**src/rtl/seg_scan_mux_if.sv**
```systemverilog
// rtl/seg_scan_mux_if.sv - digit data load and display drive signals of seg_scan_mux
interface seg_scan_mux_if #(
   parameter int NUM_DIGITS = 4
);
   logic [4*NUM_DIGITS-1:0]       digits_in;
   logic [NUM_DIGITS-1:0]         digit_en_in;
   logic                          load;
   logic [NUM_DIGITS-1:0]         anode;
   logic [3:0]                    nibble_out;
   logic [$clog2(NUM_DIGITS)-1:0] digit_idx;
   logic                          frame_tick;

   modport master (
      output digits_in, digit_en_in, load,
      input  anode, nibble_out, digit_idx, frame_tick
   );

   modport slave (
      input  digits_in, digit_en_in, load,
      output anode, nibble_out, digit_idx, frame_tick
   );
endinterface

```
**src/rtl/seg_scan_mux.sv**
```systemverilog
// rtl/seg_scan_mux.sv - N-digit multiplexed display scanner with slot blanking and tear-free frame buffering
module seg_scan_mux #(
   parameter int NUM_DIGITS       = 4,
   parameter int REFRESH_DIV      = 65536,
   parameter int BLANK_CYCLES     = 256,
   parameter bit ANODE_ACTIVE_LOW = 1'b1,
   parameter bit SKIP_DISABLED    = 1'b0
) (
   input logic           clk,
   input logic           reset,
   seg_scan_mux_if.slave bus
);
   localparam int IW = $clog2(NUM_DIGITS);
   localparam int CW = $clog2(REFRESH_DIV);

   typedef enum logic {BLANK, DRIVE} phase_t;

   logic [CW-1:0]           cnt;
   logic [IW-1:0]           idx;
   logic [4*NUM_DIGITS-1:0] pend_dig;
   logic [4*NUM_DIGITS-1:0] act_dig;
   logic [NUM_DIGITS-1:0]   pend_en;
   logic [NUM_DIGITS-1:0]   act_en;
   logic                    frame_tick;

   phase_t                  phase;
   logic                    slot_end;
   logic                    wrap;
   logic                    boundary;
   logic                    up_found;
   logic [IW-1:0]           up_idx;
   logic [IW-1:0]           low_idx;
   logic [IW-1:0]           next_idx;
   logic [NUM_DIGITS-1:0]   next_en;
   logic [NUM_DIGITS-1:0]   anode_on;

   always_ff @(posedge clk) begin
      if (reset) begin
         cnt        <= '0;
         idx        <= '0;
         pend_dig   <= '0;
         pend_en    <= '0;
         act_dig    <= '0;
         act_en     <= '0;
         frame_tick <= 1'b0;
      end else begin
         frame_tick <= boundary;
         if (slot_end) begin
            cnt <= '0;
            idx <= next_idx;
         end else begin
            cnt <= cnt + 1'b1;
         end
         if (bus.load) begin
            pend_dig <= bus.digits_in;
            pend_en  <= bus.digit_en_in;
         end
         // A load coinciding with the boundary bypasses pend so it shows in the new frame.
         if (boundary) begin
            act_dig <= bus.load ? bus.digits_in : pend_dig;
            act_en  <= next_en;
         end
      end
   end

   always_comb begin
      phase    = (int'(cnt) < BLANK_CYCLES) ? BLANK : DRIVE;
      slot_end = (int'(cnt) == REFRESH_DIV - 1);
      next_en  = bus.load ? bus.digit_en_in : pend_en;

      up_found = 1'b0;
      up_idx   = '0;
      low_idx  = '0;
      for (int i = NUM_DIGITS - 1; i >= 0; i--) begin
         if (i > int'(idx) && act_en[i]) begin
            up_found = 1'b1;
            up_idx   = IW'(i);
         end
         if (next_en[i]) begin
            low_idx = IW'(i);
         end
      end

      // Wrapping under skip restarts at the lowest digit enabled in the incoming frame.
      if (SKIP_DISABLED && (act_en != '0)) begin
         wrap     = !up_found;
         next_idx = up_found ? up_idx : low_idx;
      end else begin
         wrap     = (int'(idx) == NUM_DIGITS - 1);
         next_idx = wrap ? (SKIP_DISABLED ? low_idx : '0) : idx + 1'b1;
      end
      boundary = slot_end && wrap;

      anode_on = '0;
      if (phase == DRIVE && act_en[idx]) begin
         anode_on[idx] = 1'b1;
      end
   end

   assign bus.anode      = ANODE_ACTIVE_LOW ? ~anode_on : anode_on;
   assign bus.nibble_out = act_dig[4*int'(idx) +: 4];
   assign bus.digit_idx  = idx;
   assign bus.frame_tick = frame_tick;
endmodule

```
**src/flat_wrapper.sv**
```systemverilog
// flat-port wrapper written by rule: the top's interface ports become plain ports
module seg_scan_mux_flat 
#(
   parameter int NUM_DIGITS       = 4,
   parameter int REFRESH_DIV      = 65536,
   parameter int BLANK_CYCLES     = 256,
   parameter bit ANODE_ACTIVE_LOW = 1'b1,
   parameter bit SKIP_DISABLED    = 1'b0
)
  (clk, reset, bus_digits_in, bus_digit_en_in, bus_load, bus_anode, bus_nibble_out, bus_digit_idx, bus_frame_tick);
  seg_scan_mux_if #(.NUM_DIGITS(NUM_DIGITS)) bus_i ();
  input logic clk;
  input logic reset;
  input wire logic [$bits(bus_i.digits_in)-1:0] bus_digits_in;
  input wire logic [$bits(bus_i.digit_en_in)-1:0] bus_digit_en_in;
  input wire logic [$bits(bus_i.load)-1:0] bus_load;
  output wire logic [$bits(bus_i.anode)-1:0] bus_anode;
  output wire logic [$bits(bus_i.nibble_out)-1:0] bus_nibble_out;
  output wire logic [$bits(bus_i.digit_idx)-1:0] bus_digit_idx;
  output wire logic [$bits(bus_i.frame_tick)-1:0] bus_frame_tick;
  assign bus_i.digits_in = bus_digits_in;
  assign bus_i.digit_en_in = bus_digit_en_in;
  assign bus_i.load = bus_load;
  assign bus_anode = bus_i.anode;
  assign bus_nibble_out = bus_i.nibble_out;
  assign bus_digit_idx = bus_i.digit_idx;
  assign bus_frame_tick = bus_i.frame_tick;
  seg_scan_mux #(.NUM_DIGITS(NUM_DIGITS), .REFRESH_DIV(REFRESH_DIV), .BLANK_CYCLES(BLANK_CYCLES), .ANODE_ACTIVE_LOW(ANODE_ACTIVE_LOW), .SKIP_DISABLED(SKIP_DISABLED)) u_core (.clk(clk), .reset(reset), .bus(bus_i));
endmodule
```
**config.mk**
```make
export PLATFORM = sky130hd
export DESIGN_NAME = seg_scan_mux_flat
export DESIGN_NICKNAME = d
export VERILOG_FILES = /design/src/rtl/seg_scan_mux_if.sv /design/src/rtl/seg_scan_mux.sv /design/src/flat_wrapper.sv
export SDC_FILE = /design/constraint.sdc
export NUM_CORES = 1
export LEC_CHECK = 0
export ABC_CLOCK_PERIOD_IN_PS = 2400
export CORE_ASPECT_RATIO = 0.9
export CORE_MARGIN = 5
export CORE_UTILIZATION = 34
export DETAILED_ROUTE_END_ITERATION = 8
export PLACE_DENSITY = 0.6
export SLEW_MARGIN = 15
export SYNTH_ARGS = -nofsm -noshare
export SYNTH_HDL_FRONTEND = slang
export SYNTH_SLANG_ARGS = --single-unit
```
**constraint.sdc**
```tcl
create_clock -name clk -period 2.4 [get_ports clk]
set_input_delay 0.6 -clock clk [delete_from_list [all_inputs] [get_ports clk]]
set_output_delay 0.6 -clock clk [all_outputs]
set_load 0.02 [all_outputs]
```
run_1/m1.png
Drawn at 4 px/um. Cells faint in the background.
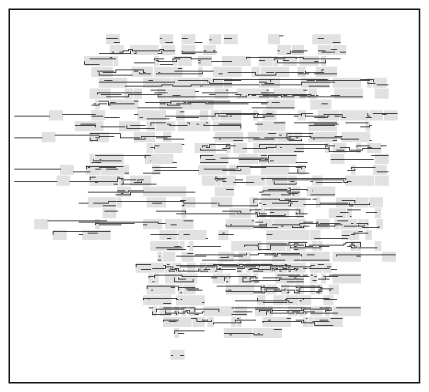
The wires run mostly horizontal. The layer holds 51% of the routed length. The longest straight run is 28.5 um. The layer carries 2610 um of wire. 281 nets have wire on it.

run_1/m2.png
Drawn at 4 px/um.
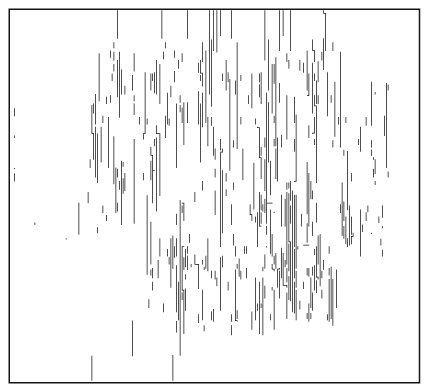
The wires run mostly vertical. The longest straight run is 38.8 um. 249 nets have wire on it. The layer carries 2160 um of wire. The layer holds 42% of the routed length.

run_1/m3.png
Drawn at 3 px/um. Cells faint in the background.
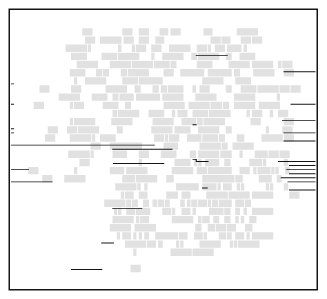
The layer holds 5.2% of the routed length. 21 nets have wire on it.

run_1/congestion_map.png
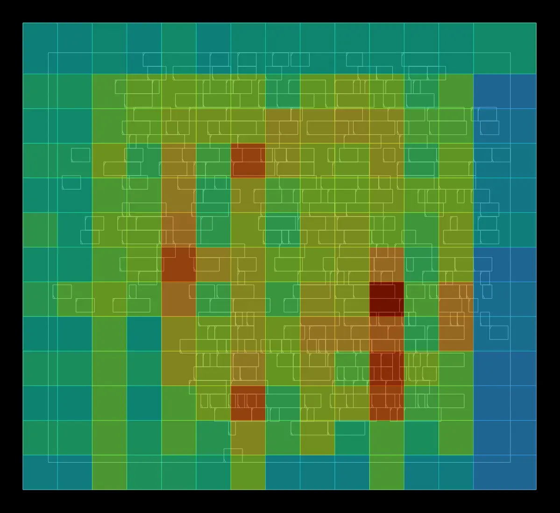
GR peak layer: met1
Tot GR Track Use: 11.4%
met1 usage in global routing: 15.7%

==> summary.txt, run 1 <==
Post-CTS Hold Buffers: 0
CP required: 1.80 ns
clock skew: 0.00827 ns
Max-slew headroom: 70.5%
antenna viol nets, final: 0
Layout clock area frac: 6.84%
Avg Synthesized Cell Area: 10.8 sq um
ys cells: 240
Mapped Area: 2600 sq um
initial antenna violation count: 0
non-clock buffer instance count of the final layout: 43
Tightest Pin Transition: 0.439 ns
Clock Power Share: 47.5%
clk latency late pin: 0.33 ns
status: finished clean
area grow syn2layout: 26.5%
Synth area leader: dfxtp_1
Seq. pwr: 1.01 mW
max cap viols: 0
synthesized instance count: 240
Gate power share: 5.3%
P_clk: 1.02 mW
CP Capture Type: primary output
die area: 9500 sq um
Seq share, synth: 45.4%
tap cells: 96
Internal Power: 1.70 mW
Num Clock Sinks: 59
Pwr Total: 2.14 mW
RSZ-0062 raised after global routing: false
Register Area: 1180 sq um
FP Rows: 30
P_comb: 0.113 mW
# port buffers: 33
YS chip area: 2600 sq um
Log Warnings: 29
Max Clock Freq: 433 MHz
# diodes: 0
Routed WL per cell: 13.3 um
Tmin final: 2.31 ns
[run 1: synthesized netlist by cell type]
cell / instances
nand3_1: 4
clkbuf_1: 5
nor2_1: 44
nor2_4: 1
nor2b_1: 20
inv_1: 6
nor4_1: 5
mux4_2: 5
nor4_2: 1
and3_1: 1
buf_2: 4
mux2_2: 1
buf_1: 1
nand4_1: 5
nor3_1: 4
ha_1: 5
xor2_1: 2
nand3_2: 1
dfxtp_1: 59
buf_6: 2
mux2_4: 19
mux2i_1: 22
nand2_1: 7
xnor2_1: 12
nand4_4: 2
a21boi_0: 1
a31o_2: 1
[run 1: stage by stage]
step	cells	utilization [%]	area, sq um	setup WS, ns
2_1_floorplan	240	-	2600	0.202
3_3_place_gp	367	41.1	3090	0.0908
3_5_place_dp	367	41.1	3090	0.0688
4_1_cts	382	44.1	3310	0.00832
5_1_grt	382	43.8	3290	0.00251
6_report	382	43.8	3290	0.0918
[run 1: repair_timing]
| action | in CTS | in global routing |
|---|---|---|
| buffers inserted | 0 | 0 |
| endpoints found under the hold margin | 0 | 0 |
| setup endpoints to repair | 8 | 8 |
| gates resized | 12 | 5 |
[run 1: critical path, cell delays in order (launching register included)]
cell and delay, ns:
dfxtp_1 0.36, buf_6 0.17, mux4_2 0.51, dlygate4sd2_1 0.34
[run 1: path summary, 6_finish.rpt]
path	from	endpoint	slack (ns)	depth (start not counted)
setup reg to reg	u_core.cnt[0]	u_core.act_dig[15]	0.62	5
hold / removal	u_core.cnt[0]	u_core.cnt[0]	0.46	1
setup / recovery	u_core.bus.digit_idx[0]	bus_nibble_out[2]	0.09	3
hold reg to reg	u_core.cnt[0]	u_core.cnt[0]	0.46	1
[run 1: sequential cells by signal, indices dropped and copies added (netlist names)]
| signal | cells |
|---|---|
| u_core.bus.digit_idx | 2 |
| u_core.pend_dig | 16 |
| u_core.pend_en | 4 |
| u_core.act_en | 4 |
| u_core.act_dig | 16 |
| u_core.bus.frame_tick | 1 |
| u_core.cnt | 16 |
[run 1: cell families (layout without fill, tap and decap cells)]
logic type	after synthesis	count (layout)	share of synthesized area, %
compound gates	2	2	0.625
simple gates	95	95	19.3
buf+inv	18	64	3.37
xor+xnor	14	14	4.71
mux	47	47	24.2
flops	59	59	45.4
fa+ha+maj	5	5	2.41
[run 1: placed cells by master (no fill, tap or decap), types with 4 or more instances in the layout]
cell / netlist / final
dfxtp_1: 59 / 59
clkdlybuf4s50_1: 0 / 25
clkbuf_2: 0 / 4
buf_4: 0 / 7
mux4_2: 5 / 5
ha_1: 5 / 5
xnor2_1: 12 / 12
nor3_1: 4 / 4
clkbuf_8: 0 / 11
mux2_4: 19 / 19
mux2i_1: 22 / 22
nor2b_1: 20 / 20
inv_1: 6 / 6
dlygate4sd2_1: 0 / 4
nand2_1: 7 / 7
nor2_1: 44 / 44
nand4_1: 5 / 5
nor4_1: 5 / 5
nand3_1: 4 / 4
[run 1: per-layer routing]
metal / GRT usage [%] / wire length (um) / part of all wire (%) / vias up
met4: 6.56 / 58 / 1.1 / 0
met2: 14.8 / 2160 / 42 / 33
met1: 15.7 / 2610 / 51 / 798
li1: - / - / - / 902
met3: 4.33 / 266 / 5.2 / 6
met5: 0 / 0 / 0 / -
run_1/pinout.png
Drawn at 4 px/um. Pins as bars across the die edge, other pins in grey.
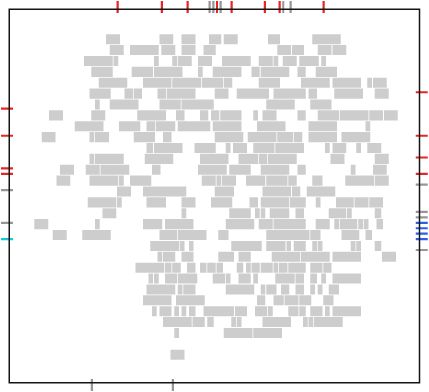

==> inputs of run 2 (changes only) <==
--- a/config.mk
+++ b/config.mk
@@ -11,6 +11,7 @@
 export CORE_UTILIZATION = 34
 export DETAILED_ROUTE_END_ITERATION = 8
 export PLACE_DENSITY = 0.6
+export SETUP_SLACK_MARGIN = 0.15
 export SLEW_MARGIN = 15
 export SYNTH_ARGS = -nofsm -noshare
 export SYNTH_HDL_FRONTEND = slang
run_2/pinout.png
Drawn at 4 px/um. Pins as bars across the die edge, other pins in grey.
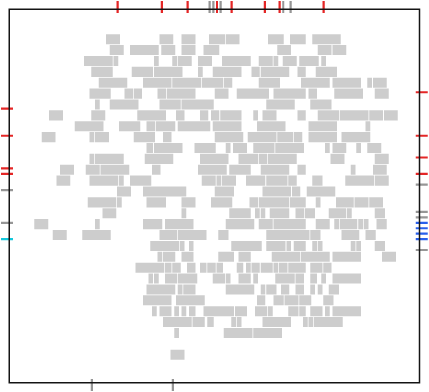
Key: blue = bus_anode [pins 4, direction output, edge right]; red = bus_digits_in [pins 16, direction input, edge 8 top, 4 right, 4 left]; cyan = bus_frame_tick [pins 1, direction output, edge left]
All pins by edge: 13 top, 12 right, 7 left, 2 bottom.
die y size: 93.0 um
# port buffers: 33
chip width: 102 um

run_2/m2.png
Drawn at 4 px/um.
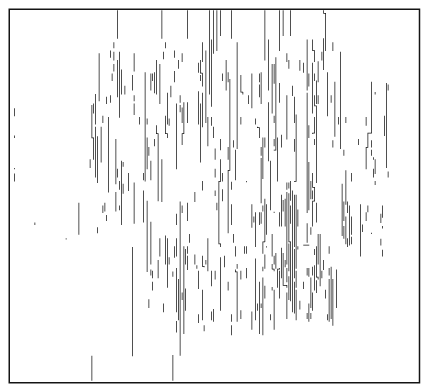
251 nets have wire on it. The layer carries 2140 um of wire. The longest straight run is 38.4 um. The wires run mostly vertical.

run_2/m1.png
Drawn at 4 px/um. Cells faint in the background.
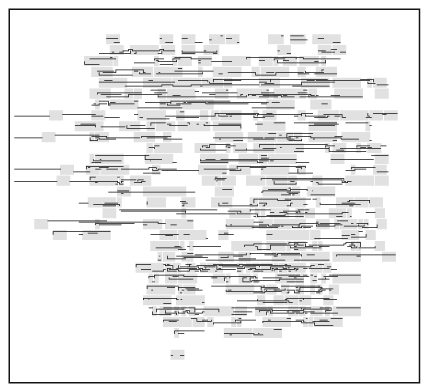
284 nets have wire on it. The layer carries 2630 um of wire. The wires run mostly horizontal.
met1 usage in global routing: 15.8%
Routed Wire Length: 5.09 mm
DR vias: 1738

==> summary.txt, run 2 <==
Post-synth ARST share: 0% (unchanged)
ys cells: 240 (unchanged)
RSZ-0062 raised after global routing: true (was false)
max cap viols: 0 (unchanged)
Top cell excl fill/tap: dfxtp_1 (unchanged)
Yosys top cell by instances: dfxtp_1 (unchanged)
met3 WL: 264 um (was 266 um)
clk latency late pin: 0.33 ns (about the same)
Internal Power: 1.70 mW (about the same)
CP Capture Type: primary output (unchanged)
met2 WL: 2.14 mm (was 2.16 mm)
main flop type: dfxtp_1 (unchanged)
number of enable flip-flop cells: 0 (unchanged)
# diodes: 0 (unchanged)
max layer used: met4 (unchanged)
initial antenna violation count: 0 (unchanged)
cell with the largest stage delay on the worst path: mux4_2 (unchanged)
biggest regs: u_core.act_dig x16, u_core.cnt x16, u_core.pend_dig x16 (unchanged)
status: finished clean (unchanged)
Avg Synthesized Cell Area: 10.8 sq um (unchanged)
Log Warnings: 30 (was 29)
Seq share, synth: 45.4% (unchanged)
clock skew: 0.00841 ns (was 0.00827 ns)
fp util: 34.7% (unchanged)
Num Clock Sinks: 59 (unchanged)
area grow syn2layout: 27.6% (was 26.5%)
CP required: 1.80 ns (about the same)
Max Clock Freq: 461 MHz (was 433 MHz)
FP Rows: 30 (unchanged)
Routed WL per cell: 13.3 um (about the same)
synthesized instance count: 240 (unchanged)
Synth area leader: dfxtp_1 (unchanged)
Post-CTS Hold Buffers: 0 (unchanged)
Clock Power Share: 47.4% (was 47.5%)
met1 wire length: 2.63 mm (was 2.61 mm)
highest-count cells in the layout ignoring fill and taps: dfxtp_1 (58), nor2_1 (44), clkdlybuf4s50_1 (25) (was dfxtp_1 (59), nor2_1 (44), clkdlybuf4s50_1 (25))
die area: 9500 sq um (unchanged)
Tot GR Track Use: 11.4% (about the same)
top cells by count, synth: dfxtp_1 (59), nor2_1 (44), mux2i_1 (22) (unchanged)
max incr delay on CP: 0.50 ns (was 0.51 ns)
worst-path cell chain: buf_6 > mux4_2 > clkdlybuf4s15_2 (was buf_6 > mux4_2 > dlygate4sd2_1)
Gate power share: 5.3% (about the same)
fin util: 44.2% (was 43.8%)
Tmin final: 2.17 ns (was 2.31 ns)
Tightest Pin Transition: 0.427 ns (was 0.439 ns)
YS chip area: 2600 sq um (unchanged)
## run 2: cell counts after synthesis
No cell type changed its count.
## run 2: power groups by stage
stage | sequential [mW] | combinational (mW) | clock, mW
after detailed placement | 1.03 | 0.115 | 0
final | 1.01 | 0.113 | 1.01
after global routing | 1.01 | 0.124 | 1.10
after floorplan | 1.03 | 0.0599 | 0
after global placement | 1.03 | 0.114 | 0
after CTS | 1.01 | 0.115 | 1.04
## run 2: metrics by stage
step	worst slack, ns	std cells	instance area, sq um	hold WS [ns]	power [mW]
finish	0.230	383	3320	0.465	2.14
CTS	0.162	383	3310	0.471	2.17
detailed placement	0.0688	367	3090	0.451	1.15
global placement	0.0908	367	3090	0.445	1.15
global route	0.148	383	3320	0.528	2.23
floorplan	0.202	240	2600	0.430	1.09
## run 2: kinds of logic after synthesis
group,count (synthesis),synth area share (%)
xor gates and xnor gates,14,4.71
buffers and inverters,18,3.37
AOI/OAI and AO/OA,2,0.625
adders and majority gates,5,2.41
and+or+nand+nor,95,19.3
muxes,47,24.2
DFF,59,45.4
## run 2: routing by layer
metal  up-vias  track usage, %
met5         -               0
met4         0            6.56
met3         7            4.33
met2        33            14.8
met1       795            15.8
li1        903               -
## run 2: what timing repair did
action,4_1_cts,5_1_grt
resized,30,5
buffers inserted,1,0
setup endpoints to repair,8,9
## run 2: path summary, 6_finish.rpt
kind / end / startpoint / slack, ns / depth (start not counted)
max: bus_nibble_out[2] / u_core.bus.digit_idx[0] / 0.23 / 3
min: u_core.cnt[0] / u_core.cnt[0] / 0.47 / 1
max reg2reg: u_core.act_dig[15] / u_core.bus.digit_idx[0] / 0.59 / 6
min reg2reg: u_core.cnt[0] / u_core.cnt[0] / 0.47 / 1
## run 2: critical path, delay by kind of cell, from the launching register on
family	cells	cell delay (ns)
flops	1	0.34
buf+inv	2	0.40
mux	1	0.50
## run 2: final cells by class
cell class	count	area [sq um]
Inverter	6	22.5
Clock inverter	4	73.8
Clock buffer	11	151
Fill cell	735	4190
Multi-Input combinational cell	163	1330
Sequential cell	59	1180
Timing Repair Buffer	44	437
Tap cell	96	120
Power and IR drop assume default switching activity.
